Figure 1. Clock wiring as the flow saved it (run 1).
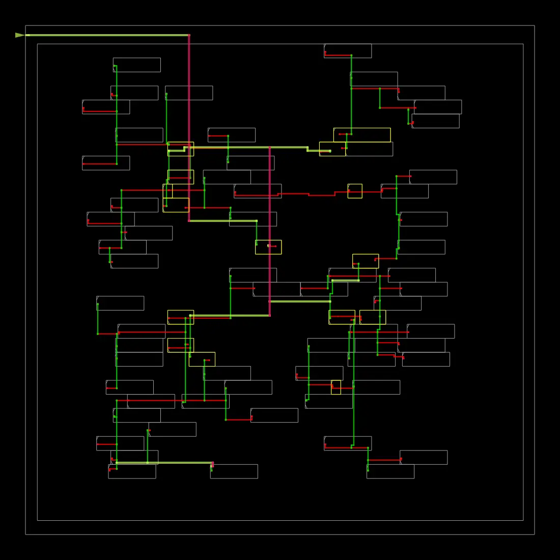
Figure 2. Ports around the boundary (run 1).
(3 px per um) Pins as bars across the die edge, other pins in grey.
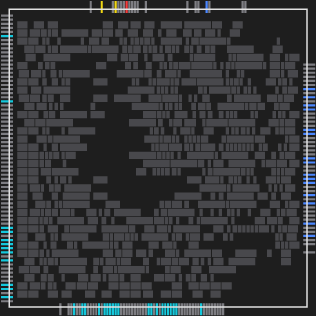
Figure 3. Cells coloured by class (run 1).
(4 px per um) Fill, decap, tap and diode cells in grey.
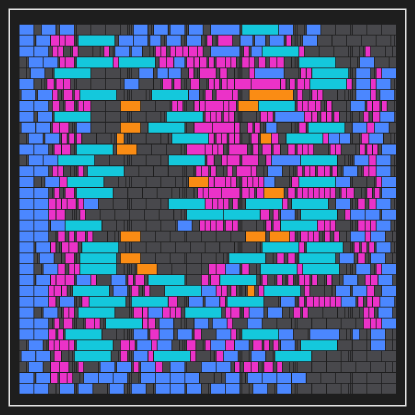
Figure 4. The metal 2 layer (run 1).
(4 px per um) Cells faint in the background.
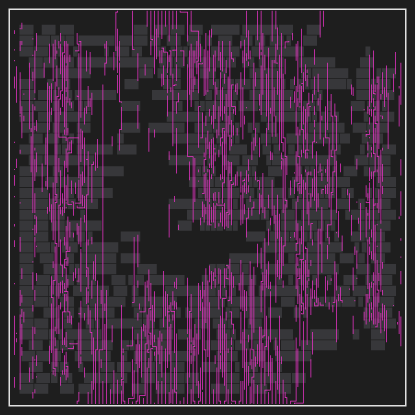
[config.mk]
export PLATFORM = sky130hd
export DESIGN_NAME = arith_arbiter
export DESIGN_NICKNAME = d
export VERILOG_FILES = /design/src/rtl/arith_arbiter.sv
export SDC_FILE = /design/constraint.sdc
export NUM_CORES = 1
export LEC_CHECK = 0
export ABC_AREA = 1
export CORE_MARGIN = 2
export CORE_UTILIZATION = 40
export CTS_BUF_LIST = sky130_fd_sc_hd__clkbuf_4 sky130_fd_sc_hd__clkbuf_8
export DETAILED_ROUTE_END_ITERATION = 10
export HOLD_SLACK_MARGIN = 0.03
export PLACE_DENSITY = 0.82
export SLEW_MARGIN = 20
export SYNTH_ARGS = -nofsm -noshare
export SYNTH_HDL_FRONTEND = slang
export SYNTH_SLANG_ARGS = --single-unit
[constraint.sdc]
create_clock -name clk -period 1.8 [get_ports clk]
set_input_delay 0.27 -clock clk [delete_from_list [all_inputs] [get_ports clk]]
set_output_delay 0.27 -clock clk [all_outputs]
set_load 0.03 [all_outputs]
[src/rtl/arith_arbiter.sv]
// arith_arbiter
// Shares one adder/subtractor unit and one multiplier unit between NUM_REQ
// requesters. Round-robin grant, one operation in flight at a time, start /
// finish handshake to the selected unit, timeout on a hung unit, and a
// response tagged with the requester index.
//
// Ports
//   clk, nRST                 clock, asynchronous active-low reset
//   req_valid/op/a/b          per-requester request (op: 00 ADD, 01 SUB,
//                             10 MUL, 11 invalid), packed by requester index
//   req_ready                 one-hot grant/accept strobe (IDLE only)
//   rsp_valid/ready           response handshake
//   rsp_data/id/err           result, requester index, error flag
//   add_in1/in2/sub/start     adder operands, subtract select, start pulse
//   add_out/finish            adder result and done
//   mul_in1/in2/start         multiplier operands and start pulse
//   mul_out/finish            multiplier result and done
//
// Optional feature (macro ARB_STATS_EN)
//   stats_clr  in   synchronous clear of both counters (wins over increment)
//   op_count   out  error-free responses, wrapping
//   err_count  out  error responses, saturating at 0xFF
module arith_arbiter #(
  parameter int  NUM_REQ        = 2,
  parameter int  TIMEOUT_CYCLES = 64,
  localparam int IDW            = (NUM_REQ > 1) ? $clog2(NUM_REQ) : 1
) (
  input  logic                    clk,
  input  logic                    nRST,
  input  logic [NUM_REQ-1:0]      req_valid,
  input  logic [2*NUM_REQ-1:0]    req_op,
  input  logic [16*NUM_REQ-1:0]   req_a,
  input  logic [16*NUM_REQ-1:0]   req_b,
  output logic [NUM_REQ-1:0]      req_ready,
  output logic                    rsp_valid,
  input  logic                    rsp_ready,
  output logic [15:0]             rsp_data,
  output logic [IDW-1:0]          rsp_id,
  output logic                    rsp_err,
  output logic [15:0]             add_in1,
  output logic [15:0]             add_in2,
  output logic                    add_sub,
  output logic                    add_start,
  input  logic [15:0]             add_out,
  input  logic                    add_finish,
  output logic [15:0]             mul_in1,
  output logic [15:0]             mul_in2,
  output logic                    mul_start,
  input  logic [15:0]             mul_out,
  input  logic                    mul_finish
`ifdef ARB_STATS_EN
  ,
  input  logic                    stats_clr,
  output logic [15:0]             op_count,
  output logic [7:0]              err_count
`endif
);

  localparam int             CW        = (TIMEOUT_CYCLES > 1) ? $clog2(TIMEOUT_CYCLES) : 1;
  localparam logic [CW-1:0]  CNT_LAST  = CW'(TIMEOUT_CYCLES - 1);
  localparam logic [IDW:0]   NUM_REQ_W = (IDW+1)'(NUM_REQ);

  typedef enum logic [1:0] {
    S_IDLE,
    S_ISSUE,
    S_WAIT,
    S_RESPOND
  } state_t;

  typedef enum logic [1:0] {
    OP_ADD = 2'b00,
    OP_SUB = 2'b01,
    OP_MUL = 2'b10,
    OP_INV = 2'b11
  } op_t;

  state_t              state_q, state_n;
  op_t                 op_q, sel_op;
  logic [15:0]         a_q, b_q, sel_a, sel_b;
  logic [IDW-1:0]      id_q, ptr_q, grant_idx, grant_off;
  logic [IDW:0]        grant_sum, id_inc;
  logic [NUM_REQ-1:0]  rot_valid, grant_oh;
  logic                grant_found;
  logic [CW-1:0]       cnt_q;
  logic                fin_sel;
  logic [15:0]         out_sel;

  // Round-robin search: rotate the valid vector so the pointer lands on
  // bit 0, take the lowest set bit, then add the pointer back (mod NUM_REQ).
  always_comb begin
    rot_valid   = NUM_REQ'({req_valid, req_valid} >> ptr_q);
    grant_found = 1'b0;
    grant_off   = '0;
    for (int unsigned k = 0; k < NUM_REQ; k++) begin
      if (!grant_found && rot_valid[k]) begin
        grant_found = 1'b1;
        grant_off   = IDW'(k);
      end
    end
    grant_sum = {1'b0, ptr_q} + {1'b0, grant_off};
    if (grant_sum >= NUM_REQ_W) begin
      grant_sum = grant_sum - NUM_REQ_W;
    end
    grant_idx = grant_sum[IDW-1:0];

    grant_oh = '0;
    sel_op   = OP_ADD;
    sel_a    = '0;
    sel_b    = '0;
    for (int unsigned j = 0; j < NUM_REQ; j++) begin
      if (grant_found && (grant_idx == IDW'(j))) begin
        grant_oh[j] = 1'b1;
        sel_op      = op_t'(req_op[2*j +: 2]);
        sel_a       = req_a[16*j +: 16];
        sel_b       = req_b[16*j +: 16];
      end
    end
  end

  // Only the unit the operation was issued to is listened to.
  assign fin_sel = (op_q == OP_MUL) ? mul_finish : add_finish;
  assign out_sel = (op_q == OP_MUL) ? mul_out    : add_out;

  assign id_inc  = {1'b0, id_q} + (IDW+1)'(1);

  always_ff @(posedge clk or negedge nRST) begin
    if (!nRST) begin
      state_q <= S_IDLE;
    end else begin
      state_q <= state_n;
    end
  end

  always_comb begin
    state_n   = state_q;
    req_ready = '0;
    add_start = 1'b0;
    mul_start = 1'b0;
    case (state_q)
      S_IDLE: begin
        req_ready = grant_oh;
        if (grant_found) begin
          state_n = (sel_op == OP_INV) ? S_RESPOND : S_ISSUE;
        end
      end
      S_ISSUE: begin
        if (op_q == OP_MUL) begin
          mul_start = 1'b1;
        end else begin
          add_start = 1'b1;
        end
        state_n = S_WAIT;
      end
      S_WAIT: begin
        // A finish on the final counted cycle still wins over the timeout.
        if (fin_sel || (cnt_q == CNT_LAST)) begin
          state_n = S_RESPOND;
        end
      end
      S_RESPOND: begin
        if (rsp_ready) begin
          state_n = S_IDLE;
        end
      end
      default: state_n = S_IDLE;
    endcase
  end

  always_ff @(posedge clk or negedge nRST) begin
    if (!nRST) begin
      op_q     <= OP_ADD;
      a_q      <= '0;
      b_q      <= '0;
      id_q     <= '0;
      ptr_q    <= '0;
      cnt_q    <= '0;
      rsp_data <= '0;
      rsp_err  <= 1'b0;
    end else begin
      case (state_q)
        S_IDLE: begin
          if (grant_found) begin
            op_q <= sel_op;
            a_q  <= sel_a;
            b_q  <= sel_b;
            id_q <= grant_idx;
            if (sel_op == OP_INV) begin
              rsp_data <= '0;
              rsp_err  <= 1'b1;
            end
          end
        end
        S_ISSUE: begin
          cnt_q <= '0;
        end
        S_WAIT: begin
          if (fin_sel) begin
            rsp_data <= out_sel;
            rsp_err  <= 1'b0;
          end else if (cnt_q == CNT_LAST) begin
            rsp_data <= '0;
            rsp_err  <= 1'b1;
          end else begin
            cnt_q <= cnt_q + CW'(1);
          end
        end
        S_RESPOND: begin
          if (rsp_ready) begin
            ptr_q <= (id_inc >= NUM_REQ_W) ? '0 : id_inc[IDW-1:0];
          end
        end
        default: ;
      endcase
    end
  end

  assign rsp_valid = (state_q == S_RESPOND);
  assign rsp_id    = id_q;
  assign add_in1   = a_q;
  assign add_in2   = b_q;
  assign mul_in1   = a_q;
  assign mul_in2   = b_q;
  assign add_sub   = (op_q == OP_SUB);

`ifdef ARB_STATS_EN
  always_ff @(posedge clk or negedge nRST) begin
    if (!nRST) begin
      op_count  <= '0;
      err_count <= '0;
    end else if (stats_clr) begin
      op_count  <= '0;
      err_count <= '0;
    end else if ((state_q == S_RESPOND) && rsp_ready) begin
      if (rsp_err) begin
        if (err_count != '1) begin
          err_count <= err_count + 8'd1;
        end
      end else begin
        op_count <= op_count + 16'd1;
      end
    end
  end
`endif

endmodule

==> run summary, run 1 <==
largest stage delay on the critical path: 420 ps
Main synth FF type: dfrtp_1
initial antenna violation count: 0
clock network area share: 3.51%
TritonCTS clock tree: done
nets: 758
worst-path cell chain: inv_1 > ha_2 > inv_2 > nor2_1 > buf_4
via count: 3806
number of synthesized flops with an enable pin: 0
crit path DAT: 1470 ps
Setup CP Type: register to output pin
tool warnings: 31
register area: 1530 sq um
drc violations: 0
Total Routing Usage GR: 21.3%
post-CTS sizing: 3
Ports: 195
post-synth net total: 600
Post-synth ARST share: 100%
Final min period: 1740 ps
FMAX: 0.575 GHz
Data buffer area share: 37.2%
adder-cell share of the synthesized area: 2.09%
WL/cell: 14.2 um
max-slew violation count: 0
Slew @ Worst Pin: 340 ps
Initial Utilization: 41.2%
Yosys Chip Area: 3590 sq um
Reg clk slew, reported paths: 60 ps
outcome: complete, no violations
first-pass GRT wire length: 17100 um
critical path peak fanout: 6
max cap viols: 0
HPWL Detailed: 8030 um
DRT Wirelength: 10700 um
grt total ovfl: 0
Main logic family: simple AND/OR/NAND/NOR gates
ys cells: 487
Core Box Area: 8720 sq um
Tot Pwr: 10.3 mW
initial drt markers: 135
final setup vio count: 0
RSZ-0062 raised after global routing: yes
Crit-path slowest cell: dfrtp_1
Logic cell area: 1640 sq um
Buffers, non-clock: 208
Dominant cell area share: 42.5%
Leading cell kind: non-clock buffers
number of logic gates: 347
largest net degree at the start of global routing: 65
tap cell count: 108
AO/OA Area Share: 7.17%
Synth Register Bits: 61
nonclk inv count: 18
CTS Sinks: 61
Vias/cell: 5.03
biggest area cells: dfrtp_1 42%, nand2_1 15%, nand3_1 11%, buf_4 6.9%, nor2_1 6.2%
Simple-Gate Fraction of Synth Area: 35.2%
hold_buf cts: 1
CLK BUF: 11
sequential cell area share: 26.9%
top cells by count, synth: 146 x nand2_1, 79 x nand3_1, 61 x dfrtp_1
Cell Pwr Density: 1820 nW/um^2
XOR/XNOR Area Share: 0.487%
-- Figure 1 (at the start) --
CTS Buf Count: 9
seq_cells: 61
Clk Latency, worst-skew pair: 330 ps
clk_skew: 7.74 ps

-- Figure 2 (at the start) --
| port | colour | pins | direction | edge |
|---|---|---|---|---|
| rsp_id | red | 1 | output | top |
| mul_out | blue | 16 | input | 15 right, 1 top |
| req_ready | yellow | 2 | output | top |
| req_a | cyan | 32 | input | 20 bottom, 12 left |
all pins by edge: 71 left, 58 bottom, 46 right, 20 top

-- Figure 3 (at the start) --
| class | colour | cells | share of their area |
|---|---|---|---|
| remaining buffers and delay cells | blue | 208 | 38% |
| clock drivers and dummy loads | orange | 15 | 3.6% |
| registers | cyan | 61 | 28% |
| remaining logic cells | magenta | 365 | 31% |
Final Util: 65.0%
# rows: 34
design area: 5670 sq um

-- Figure 4 (at the start) --
share of all routed wire: 49%
longest straight run: 66.3 um

[run 1: routing by layer]
metal	share of wire (%)	GRT usage (%)	vias to the layer above	wire [um]
met2	49	37.3	176	5280
met4	1.4	6.43	0	148
met5	0	0	-	0
li1	-	-	1871	-
met3	8.1	6.03	14	874
met1	41	25.5	1745	4450
[run 1: worst register-to-register path, stage by stage, from the launching register on]
cell and delay, ps:
dfrtp_1 390, ha_1 210, nand2_1 90, nor3_2 220, nor2_4 90, nor2_4 260
buf_12 180, nand3_1 80, nand2_1 80
[run 1: where the power goes]
part	leakage (nW)	switching (mW)	internal, mW
Clock	0.101	0.519	0.702
Combinational	1.68	3.99	2.64
Sequential	0.753	0.498	1.97
Total	2.54	5.01	5.31
[run 1: per-stage QoR]
stage | cells | setup TNS, ps | hold WS [ps] | setup WS, ps | instance area, sq um
finish | 757 | 0 | 475 | 60.7 | 5670
global route | 757 | -97.7 | 487 | -37.3 | 5670
CTS | 757 | 0 | 475 | 10.3 | 5660
detailed placement | 741 | 0 | 303 | 14.7 | 5450
global placement | 741 | 0 | 300 | 86.5 | 5450
floorplan | 487 | 0 | -25.6 | 263 | 3590
[run 1: final timing paths]
check | startpoint | endpoint | slack [ps] | depth (start not counted)
worst min register to register | rsp_data[13]$_DFFE_PN0P_ | rsp_data[13]$_DFFE_PN0P_ | 470 | 2
min in group asynchronous | nRST | rsp_data[12]$_DFFE_PN0P_ | 480 | 3
worst max register to register | cnt_q[0]$_DFFE_PN0P_ | rsp_data[2]$_DFFE_PN0P_ | 130 | 8
max in group asynchronous | nRST | op_q[1]$_DFFE_PN0P_ | 1030 | 3
worst max-delay path | state_q[0]$_DFFE_PN0P_ | req_ready[0] | 60 | 5
worst min-delay path | rsp_data[13]$_DFFE_PN0P_ | rsp_data[13]$_DFFE_PN0P_ | 470 | 2
==> inputs of run 2 (changes only) <==
--- a/config.mk
+++ b/config.mk
@@ -7,11 +7,11 @@
 export LEC_CHECK = 0
 export ABC_AREA = 1
 export CORE_MARGIN = 2
-export CORE_UTILIZATION = 40
+export CORE_UTILIZATION = 37
 export CTS_BUF_LIST = sky130_fd_sc_hd__clkbuf_4 sky130_fd_sc_hd__clkbuf_8
 export DETAILED_ROUTE_END_ITERATION = 10
 export HOLD_SLACK_MARGIN = 0.03
-export PLACE_DENSITY = 0.82
+export PLACE_DENSITY = 0.8
 export SLEW_MARGIN = 20
 export SYNTH_ARGS = -nofsm -noshare
 export SYNTH_HDL_FRONTEND = slang
==> constraint.sdc (replaced) <==
create_clock -name clk -period 1.6 [get_ports clk]
set_input_delay 0.24 -clock clk [delete_from_list [all_inputs] [get_ports clk]]
set_output_delay 0.24 -clock clk [all_outputs]
set_load 0.03 [all_outputs]
Figure 5. Cells coloured by class (run 2).
(4 px per um) Fill, decap, tap and diode cells in grey.
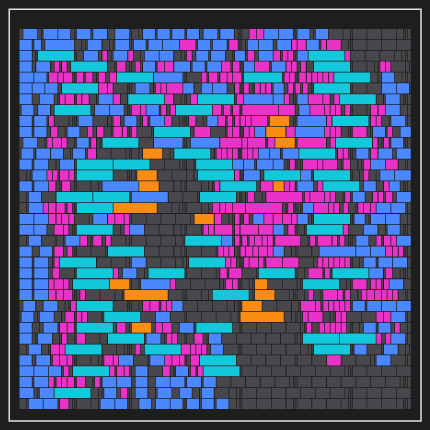
| class | colour | cells | share of their area |
|---|---|---|---|
| remaining logic cells | magenta | 365 | 31% |
| registers | cyan | 61 | 26% |
| clock drivers and dummy loads | orange | 16 | 4.3% |
| remaining buffers and delay cells | blue | 235 | 39% |

Figure 6. Clock wiring as the flow saved it (run 2).
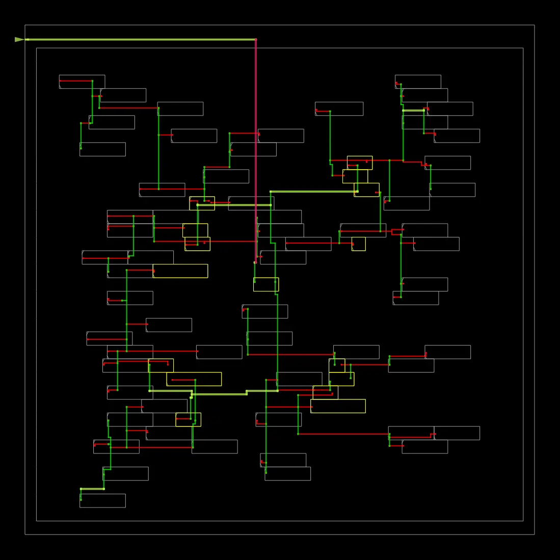
Power Clock: 1.74 mW
clk_skew: 9.14 ps
CLK BUF: 11
CTS Sinks: 61

==> run 2 against run 1 <==
Effect of this change: the flow now finishes with violations (negative setup slack); utilization is 0.73 points higher; sequential power is 11% higher; power is 19% higher; wire length is 13% higher; synthesized cell count stayed put; via count is 5.7% higher; largest power group unchanged; critical endpoint is now rsp_data[13]$_DFFE_PN0P_; sequential share of layout area is 2.0 points lower; clock power is 43% higher; synthesized area stayed put; critical path depth is 6 higher; final cell count is 6.5% higher.
==> run summary, run 2 <==
outcome: finished with violations
failing checks: negative setup slack
via count: 4024 (+5.7%)
Setup CP Type: register to register
Post-synth ARST share: 100% (unchanged)
Slew @ Worst Pin: 345 ps (+4.57 ps)
Cell Count, Final, Fillers Out: 806 (+6.5%)
WL/cell: 15.1 um (+6.3%)
Synth Register Bits: 61 (unchanged)
Critical Path Sink: rsp_data[13]$_DFFE_PN0P_
Total Routing Usage GR: 20.9% (-0.47 points)
drc violations: 0 (unchanged)
hold_buf cts: 1 (unchanged)
worst-path cell chain: buf_6 > inv_4 > buf_6 > ha_4 > nand3_4 > nor2_4 > nor2_4 > buf_12 > clkbuf_16 > nand3_2 > nand2_1
antenna fix cells: 0
sw frac: 49.3% (+0.78 points)
Vias/cell: 4.99 (-0.70%)
Yosys Chip Area: 3590 sq um (unchanged)
Reg clk slew, reported paths: 80 ps (+20 ps)
largest net degree at the start of global routing: 65 (unchanged)
RSZ-0062 raised after global routing: yes
TritonCTS clock tree: done
design area: 6130 sq um (+8.2%)
RR Endpoint: rsp_data[13]$_DFFE_PN0P_
Clk Latency, worst-skew pair: 330 ps (about the same)
# rows: 35 (+2.9%)
clock network power share: 14.1% (+2.3 points)
Top pwr grp: combinational logic
Reg power frac: 22.2% (-1.7 points)
max-slew violation count: 0 (unchanged)
setup ws final: -66.7 ps (-127 ps)
Dominant cell area share: 42.5% (unchanged)
post-CTS sizing: 103 (+100)
Logic power comb: 7.85 mW (+18%)
Tot Pwr: 12.3 mW (+19%)
reg2reg path depth: 11 (+3)
Cells after Synth: 487
seq pwr: 2.73 mW (+11%)
synth warn: 0
Sw Pwr: 6.07 mW (+21%)
CTS Buf Count: 9 (unchanged)
ys cells: 487 (unchanged)
crit path DAT: 1880 ps (+410 ps)
nets: 785 (+3.6%)
critical path peak fanout: 6 (unchanged)
Core Box Area: 9330 sq um (+7.0%)
hold slack: 418 ps (-56.4 ps)
final setup vio count: 16 (+16)
number of synthesized flops with an enable pin: 0 (unchanged)
initial drt markers: 130 (-3.7%)
Cell Pwr Density: 2010 nW/um^2 (+10%)
Levels on crit path: 11 (+6)
post-synth net total: 600 (unchanged)
Setup TNS: -507 ps (-507 ps)
r2r startpoint: state_q[0]$_DFFE_PN0P_
Crit. Startpoint: state_q[0]$_DFFE_PN0P_
HPWL Detailed: 8260 um (+2.9%)
Internal: 6.25 mW (+18%)
Ports: 195 (unchanged)
grt total ovfl: 0 (unchanged)
initial antenna violation count: 0 (unchanged)
Logic pwr share: 63.7% (-0.6 points)
register-to-register setup slack: -70 ps (-200 ps)
top cells by count, synth: 146 x nand2_1, 79 x nand3_1, 61 x dfrtp_1
max cap viols: 0 (unchanged)
DP Area: 5580 sq um (+2.5%)
Crit-path slowest cell: dfrtp_1
biggest area cells: dfrtp_1 42%, nand2_1 15%, nand3_1 11%, buf_4 6.9%, nor2_1 6.2%
first-pass GRT wire length: 17300 um (+1.4%)
Final Util: 65.8% (+0.73 points)
worst vdd ir: 1.17 mV
FMAX: 0.600 GHz
tool warnings: 32 (+3.2%)
run 2: netlist changes by cell type in the layout (fill, tap and decap cells not counted), moves of 3 or more:
| cell | previous run | this run |
|---|---|---|
| ha_4 | 0 | 3 |
| clkdlybuf4s50_1 | 187 | 104 |
| clkbuf_16 | 0 | 3 |
| nor2_1 | 59 | 56 |
| dlygate4sd2_1 | 2 | 83 |
| nand3_1 | 79 | 63 |
| nand3_2 | 1 | 16 |
| buf_6 | 0 | 7 |
| nand2_2 | 3 | 6 |
| nand2_1 | 146 | 142 |
| ha_1 | 5 | 2 |
| inv_1 | 17 | 14 |
| buf_4 | 11 | 27 |
run 2: per-layer routing:
metal  track usage, %  vias to the layer above  share of wire, %  wire length, um
li1                 -                     1927                 -                -
met3             5.69                       10               8.6             1040
met4             5.95                        0               1.0              127
met5                0                        -                 0                0
met1             23.6                     1904                38             4610
met2             38.5                      183                52             6390
run 2: final cells by class:
| class | count | area [sq um] | area share [%] |
|---|---|---|---|
| Multi-Input combinational cell | 347 | 1800 | 29.4 |
| Tap cell | 129 | 161 | 2.63 |
| Timing Repair Buffer | 235 | 2310 | 37.6 |
| Inverter | 18 | 77.6 | 1.26 |
| Sequential cell | 61 | 1530 | 24.9 |
| Clock buffer | 11 | 151 | 2.47 |
| Clock inverter | 5 | 106 | 1.73 |
run 2: logic make-up (layout without fill, tap and decap cells):
logic type | after synthesis | count (layout) | synth area share (%)
and+or+nand+nor | 296 | 296 | 35.2
buffers and inverters | 79 | 269 | 12.6
adders and majority gates | 6 | 6 | 2.09
xor gates and xnor gates | 2 | 2 | 0.488
AOI/OAI and AO/OA | 43 | 43 | 7.17
DFF | 61 | 61 | 42.5
Power figures rest on the tool's default switching activity, not on a simulated workload.
